**Run 1: clock routing**

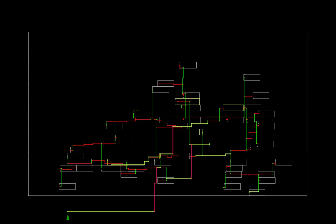
**Run 1: metal 3**

Drawn at 3 px/um.
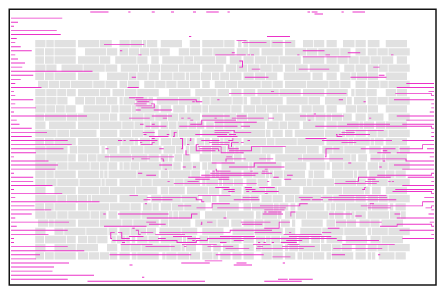
**Run 1: a small window of the routed layout**

Region (81, 41) to (131, 91) um. Cells in grey, sequential cells in the stronger grey; small squares are vias.
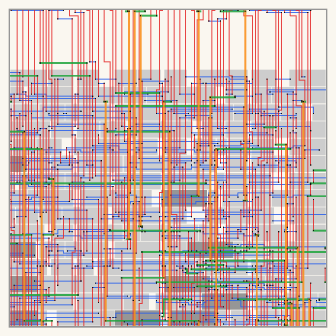
**Run 1: metal 4**

Drawn at 3 px/um. Supply wires on this layer in grey.
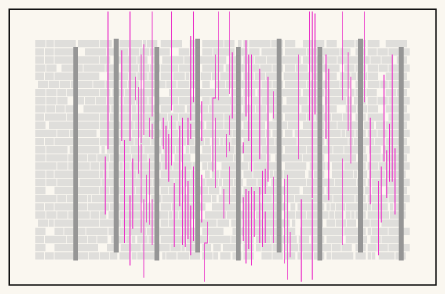
==> config.mk <==
export PLATFORM = sky130hd
export DESIGN_NAME = cache_mem_arbiter
export DESIGN_NICKNAME = d
export VERILOG_FILES = /design/src/rtl/cache_pkg.sv /design/src/rtl/rr_arbiter2.sv /design/src/rtl/cache_mem_arbiter.sv
export SDC_FILE = /design/constraint.sdc
export NUM_CORES = 1
export LEC_CHECK = 0
export CORE_ASPECT_RATIO = 0.6
export CORE_MARGIN = 8
export CORE_UTILIZATION = 31
export DETAILED_ROUTE_END_ITERATION = 10
export PLACE_DENSITY = 0.88
export SLEW_MARGIN = 20
export SYNTH_ARGS = -nofsm -noshare
export SYNTH_HDL_FRONTEND = slang
export SYNTH_SLANG_ARGS = --single-unit
==> constraint.sdc <==
create_clock -name clk -period 1.8 [get_ports clk]
set_input_delay 0.36 -clock clk [delete_from_list [all_inputs] [get_ports clk]]
set_output_delay 0.36 -clock clk [all_outputs]
set_load 0.05 [all_outputs]
==> src/rtl/cache_pkg.sv <==
// Shared types and default sizing for the cache/memory block-transfer arbiter.
package cache_pkg;

   localparam int DEF_ADDR_W = 32;
   localparam int DEF_DATA_W = 32;
   localparam int DEF_BEATS  = 16;

   typedef enum logic [2:0] {
      ST_IDLE  = 3'd0,
      ST_CMD   = 3'd1,
      ST_WDATA = 3'd2,
      ST_WRESP = 3'd3,
      ST_RDATA = 3'd4
   } arb_state_t;

endpackage : cache_pkg

==> src/rtl/rr_arbiter2.sv <==
// Two-way round-robin pick: on a tie the requester that was not granted last wins.
module rr_arbiter2 (
   input  logic [1:0] req,
   input  logic       last,
   output logic [1:0] gnt
);

   always_comb begin
      gnt = 2'b00;
      case (req)
         2'b01:   gnt = 2'b01;
         2'b10:   gnt = 2'b10;
         2'b11:   gnt = last ? 2'b01 : 2'b10;
         default: gnt = 2'b00;
      endcase
   end

endmodule : rr_arbiter2

==> src/rtl/cache_mem_arbiter.sv <==
// Arbitrates I-side and D-side block transfers onto one burst memory port,
// one transfer in flight at a time.
//
// state    | meaning
// ---------+---------------------------------------------------------------
// ST_IDLE  | no transfer; grant a requester and latch its rw/addr
// ST_CMD   | burst command presented until mem_cmd_ready
// ST_WDATA | streaming owner's write beats, wlast on the final one
// ST_WRESP | all beats sent, waiting for mem_bvalid
// ST_RDATA | forwarding read beats to the owner, done with the final one
module cache_mem_arbiter
   import cache_pkg::*;
#(
   parameter int ADDR_W = DEF_ADDR_W,
   parameter int DATA_W = DEF_DATA_W,
   parameter int BEATS  = DEF_BEATS
) (
   input  logic                   clk,
   input  logic                   rst_n,

   input  logic [1:0]             req_valid,
   input  logic [1:0]             req_rw,
   input  logic [1:0][ADDR_W-1:0] req_addr,
   output logic [1:0]             req_ack,
   output logic [1:0]             req_done,
   input  logic [1:0][DATA_W-1:0] wr_data,
   output logic [1:0]             wr_pop,
   output logic [DATA_W-1:0]      rd_data,
   output logic [1:0]             rd_valid,

   output logic                   mem_cmd_valid,
   input  logic                   mem_cmd_ready,
   output logic                   mem_cmd_rw,
   output logic [ADDR_W-1:0]      mem_cmd_addr,

   output logic [DATA_W-1:0]      mem_wdata,
   output logic                   mem_wvalid,
   input  logic                   mem_wready,
   output logic                   mem_wlast,
   input  logic                   mem_bvalid,

   input  logic [DATA_W-1:0]      mem_rdata,
   input  logic                   mem_rvalid,
   output logic                   mem_rready
);

   localparam int CNT_W = $clog2(BEATS);
   localparam logic [CNT_W-1:0] LAST_BEAT = CNT_W'(BEATS - 1);

   arb_state_t        state_q, state_d;
   logic              owner_q, owner_d;
   logic              rw_q, rw_d;
   logic [ADDR_W-1:0] addr_q, addr_d;
   logic [CNT_W-1:0]  cnt_q, cnt_d;
   logic              last_q, last_d;
   logic [1:0]        gnt;
   logic              at_last;

   rr_arbiter2 u_rr (
      .req  (req_valid),
      .last (last_q),
      .gnt  (gnt)
   );

   assign at_last = (cnt_q == LAST_BEAT);

   always_ff @(posedge clk) begin
      if (!rst_n) begin
         state_q <= ST_IDLE;
         owner_q <= 1'b0;
         rw_q    <= 1'b0;
         addr_q  <= '0;
         cnt_q   <= '0;
         last_q  <= 1'b1;
      end else begin
         state_q <= state_d;
         owner_q <= owner_d;
         rw_q    <= rw_d;
         addr_q  <= addr_d;
         cnt_q   <= cnt_d;
         last_q  <= last_d;
      end
   end

   always_comb begin
      state_d       = state_q;
      owner_d       = owner_q;
      rw_d          = rw_q;
      addr_d        = addr_q;
      cnt_d         = cnt_q;
      last_d        = last_q;
      req_ack       = 2'b00;
      req_done      = 2'b00;
      wr_pop        = 2'b00;
      rd_data       = '0;
      rd_valid      = 2'b00;
      mem_cmd_valid = 1'b0;
      mem_cmd_rw    = 1'b0;
      mem_cmd_addr  = '0;
      mem_wdata     = '0;
      mem_wvalid    = 1'b0;
      mem_wlast     = 1'b0;
      mem_rready    = 1'b0;

      case (state_q)
         ST_IDLE: begin
            if (|gnt) begin
               req_ack = gnt;
               owner_d = gnt[1];
               last_d  = gnt[1];
               rw_d    = req_rw[gnt[1]];
               addr_d  = req_addr[gnt[1]];
               cnt_d   = '0;
               state_d = ST_CMD;
            end
         end

         ST_CMD: begin
            mem_cmd_valid = 1'b1;
            mem_cmd_rw    = rw_q;
            mem_cmd_addr  = addr_q;
            if (mem_cmd_ready) begin
               state_d = rw_q ? ST_WDATA : ST_RDATA;
            end
         end

         ST_WDATA: begin
            mem_wvalid = 1'b1;
            mem_wdata  = wr_data[owner_q];
            mem_wlast  = at_last;
            if (mem_wready) begin
               wr_pop[owner_q] = 1'b1;
               cnt_d           = cnt_q + 1'b1;
               if (at_last) begin
                  state_d = ST_WRESP;
               end
            end
         end

         ST_WRESP: begin
            if (mem_bvalid) begin
               req_done[owner_q] = 1'b1;
               state_d           = ST_IDLE;
            end
         end

         ST_RDATA: begin
            mem_rready = 1'b1;
            if (mem_rvalid) begin
               rd_data           = mem_rdata;
               rd_valid[owner_q] = 1'b1;
               cnt_d             = cnt_q + 1'b1;
               if (at_last) begin
                  req_done[owner_q] = 1'b1;
                  state_d           = ST_IDLE;
               end
            end
         end

         default: state_d = ST_IDLE;
      endcase

      // Outputs are combinational, so force them quiet while reset is held.
      if (!rst_n) begin
         req_ack       = 2'b00;
         req_done      = 2'b00;
         wr_pop        = 2'b00;
         rd_data       = '0;
         rd_valid      = 2'b00;
         mem_cmd_valid = 1'b0;
         mem_cmd_rw    = 1'b0;
         mem_cmd_addr  = '0;
         mem_wdata     = '0;
         mem_wvalid    = 1'b0;
         mem_wlast     = 1'b0;
         mem_rready    = 1'b0;
      end
   end

endmodule : cache_mem_arbiter

==> notes.md, run 1 <==
run metrics: status=finished, violations left, failing checks=negative setup slack, Cell Int Power=between 4 and 5 mW, # H-tree levels=2, final setup fails=about 140, Die Y-Extent=approximately 91 um, EDFF count, synth=0, CP cell instances=buf_12, nor2_4, nand3_4, buf_6, clkinvlp_4, and3_4, buf_12, hold path startpoint=addr_q[13]$_SDFFE_PN0P_, switching share of power=0.4432, Largest stage delay, worst path=about 380 ps, FP Rows=27, Final WS setup=-314.5 ps, top cell category=buffers, count of tool warnings=31, Core Util at FP=0.3201, # fillers=216, I/O pin cnt=about 280, MUX area fraction=0.1123, Crit path arrival time=around 1800 ps, CP endpoint kind=primary output, crit share post-route=1.175, Crit-path slowest cell=dfxtp_4, Max IR drop VDD=a little over 700 uV, Pleak=~3.2 nW
-- 'clock routing' (at the start) --
Clock group: 1.09 mW
Worst-Skew Late Latency: 290 ps
flop count: 42

-- 'metal 3' (at the start) --
main direction = horizontal
share of all routed wire = 10%
wire length on this layer = 2670 um
nets with wire on the layer = 255

-- 'a small window of the routed layout' (at the start) --
blue -> metal 1
orange -> metal 4
green -> metal 3
red -> metal 2
most frequent = clkdlybuf4s50_1 (40), buf_12 (33)
cells with their middle in the window = 152
netlist names of flops here include = addr_q (6)
sequential cells in the window = 9

-- 'metal 4' (at the start) --
longest straight run = 61.9 um
main direction = vertical
nets with wire on the layer = 82
share of all routed wire = 8.0%
wire length on this layer = 2080 um

-- run 1: per-stage QoR --
step | TNS (ps) | instances | setup WS, ps | hold slack [ps]
after floorplan | -310.3 | 381 | -85.91 | 427.3
after global placement | -25600 | 794 | -267.8 | 435.6
after detailed placement | -32890 | 794 | -330.9 | 445.3
after CTS | -23800 | 822 | -283.7 | 453.3
after global routing | -35010 | 837 | -380.4 | 501.7
final | -29510 | 837 | -314.5 | 480.0
-- run 1: power by group through the flow --
stage          sequential [mW]  combinational, mW  clock [mW]
6_report                  1.42               5.48        1.09
3_5_place_dp              1.35               3.75           0
4_1_cts                   1.35               4.10        1.03
5_1_grt                   1.43               5.60        1.11
3_3_place_gp              1.33               3.58           0
2_1_floorplan             1.28               2.16           0
-- run 1: routing by layer --
layer,wire length (um),global-route usage,vias to the layer above
met3,2673,0.09091,180
met2,13110,0.5442,492
met1,8343,0.2539,2453
met4,2084,0.1147,0
met5,0,0,-
li1,-,-,2001
-- run 1: registers in the layout (all words and copies together) (netlist names) --
register,count
addr_q,32
cnt_q,4
state_q,3
last_q,1
owner_q,1
rw_q,1
-- run 1: worst max-delay path, delay by kind of cell, from the launching register on --
kind	cells	cell delay, ps
buf+inv	4	540
flops	1	380
simple gates	3	540
-- run 1: synthesized netlist by cell type (all sizes together), types with 2 or more instances --
master  instances  area [sq um]
a311oi          2         17.52
inv             6         22.52
dfxtp          42         840.8
nand3b          2         15.01
o221ai         33         314.1
mux2i          33         330.3
nand2          41         153.9
nor3            5         35.03
and3            8         50.05
buf            16         110.1
nor2           41         161.4
clkbuf         18         67.56
a21boi          2         18.77
nand3           4         20.02
o21ai           5         25.02
nand2b          2         12.51
a21oi          37         185.2
or3             3         23.77
and2           68         425.4
## Run 2: what changed since run 1
--- a/config.mk
+++ b/config.mk
@@ -5,6 +5,7 @@
 export SDC_FILE = /design/constraint.sdc
 export NUM_CORES = 1
 export LEC_CHECK = 0
+export CAP_MARGIN = 10
 export CORE_ASPECT_RATIO = 0.6
 export CORE_MARGIN = 8
 export CORE_UTILIZATION = 31
**Run 2: metal 3**

Drawn at 3 px/um.
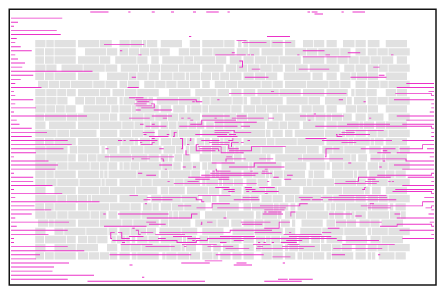
main direction = horizontal
share of all routed wire = 10%
GRT met3 Usage: 0.09091
vias: 5126

==> run 2 against run 1 <==
  * The flow still finishes with violations (negative setup slack)
  * Utilization unchanged
  * Power unchanged
  * Hold slack is the same
  * Clock skew unchanged
  * Count of clock-buffer cells in the layout stayed put
  * Combinational power barely moved
  * Die size stayed put
==> notes.md, run 2 <==
run metrics: # fillers=216 (unchanged), CP Depth=7 (unchanged), largest cells by area after synthesis=dfxtp_1 (29%), and2_1 (14%), mux2i_1 (11%), o221ai_1 (8.6%), a21oi_1 (6.3%), Bufs and invs on worst path=4 (unchanged), largest registers=addr_q: 32 flops, cnt_q: 4 flops, state_q: 3 flops, Pleak=3.239 nW (unchanged), final setup fails=142 (unchanged), Top reg by flops=addr_q, synth cell count leaders=and2_1 (68), dfxtp_1 (42), nand2_1 (41), Largest Pwr Group=combinational cells, GR Layer Usage met1=0.2539 (unchanged), failing checks=negative setup slack, Synth area leader=dfxtp_1, Final WS setup=-314.5 ps (unchanged), switching share of power=0.4432 (unchanged), max reg flops=32 (unchanged), post-route insts no fill=837 (unchanged), top layer in use=met4, status=finished, violations left, placed cells=794 (unchanged), MUX area fraction=0.1123 (unchanged), met2 Resource Use GR=0.5442 (unchanged), count of tool warnings=31 (unchanged)
-- run 2: cell counts in the layout (fill, tap and decap cells not counted) --
No cell type changed its count.
-- run 2: final timing paths --
path / startpoint / end
setup / recovery: state_q[2]$_SDFFE_PN0P_ / wr_pop[0]
hold / removal: addr_q[13]$_SDFFE_PN0P_ / addr_q[13]$_SDFFE_PN0P_
setup reg to reg: state_q[1]$_SDFFE_PN0P_ / cnt_q[1]$_SDFFE_PN0P_
hold reg to reg: addr_q[13]$_SDFFE_PN0P_ / addr_q[13]$_SDFFE_PN0P_
-- run 2: area by class of cell --
class | count | area [sq um] | area share
Clock buffer | 6 | 128.9 | 0.01475
Clock inverter | 2 | 37.54 | 0.004295
Inverter | 6 | 26.28 | 0.003006
Tap cell | 130 | 162.7 | 0.01861
Antenna cell | 2 | 5.005 | 0.0005727
Multi-Input combinational cell | 299 | 2740 | 0.3135
Sequential cell | 42 | 855.8 | 0.09792
Timing Repair Buffer | 350 | 4783 | 0.5473
-- run 2: kinds of logic after synthesis --
group | count (synthesis)
flops | 42
simple gates | 179
xor+xnor | 1
buf+inv | 40
fa+ha+maj | 1
mux | 33
compound gates | 85
-- run 2: tightest hold or removal path: stages, from the launching register on --
cell and delay, ps:
dfxtp_1 330, nand2_1 60, a21oi_1 50
-- run 2: repair_timing --
action	in CTS	in global routing
hold buffers	0	0
gates resized	55	98
setup buffers	17	12
setup endpoints to repair	109	136
pin swaps	13	60
cloned	4	8
-- run 2: metrics by stage --
| stage | hold WS (ps) | power (mW) |
|---|---|---|
| after floorplan | 427.3 | 3.449 |
| after global placement | 435.6 | 4.912 |
| after detailed placement | 445.3 | 5.102 |
| after CTS | 453.3 | 6.476 |
| after global routing | 501.7 | 8.146 |
| final | 480.0 | 7.986 |
Power is estimated from default activity; no workload was simulated.
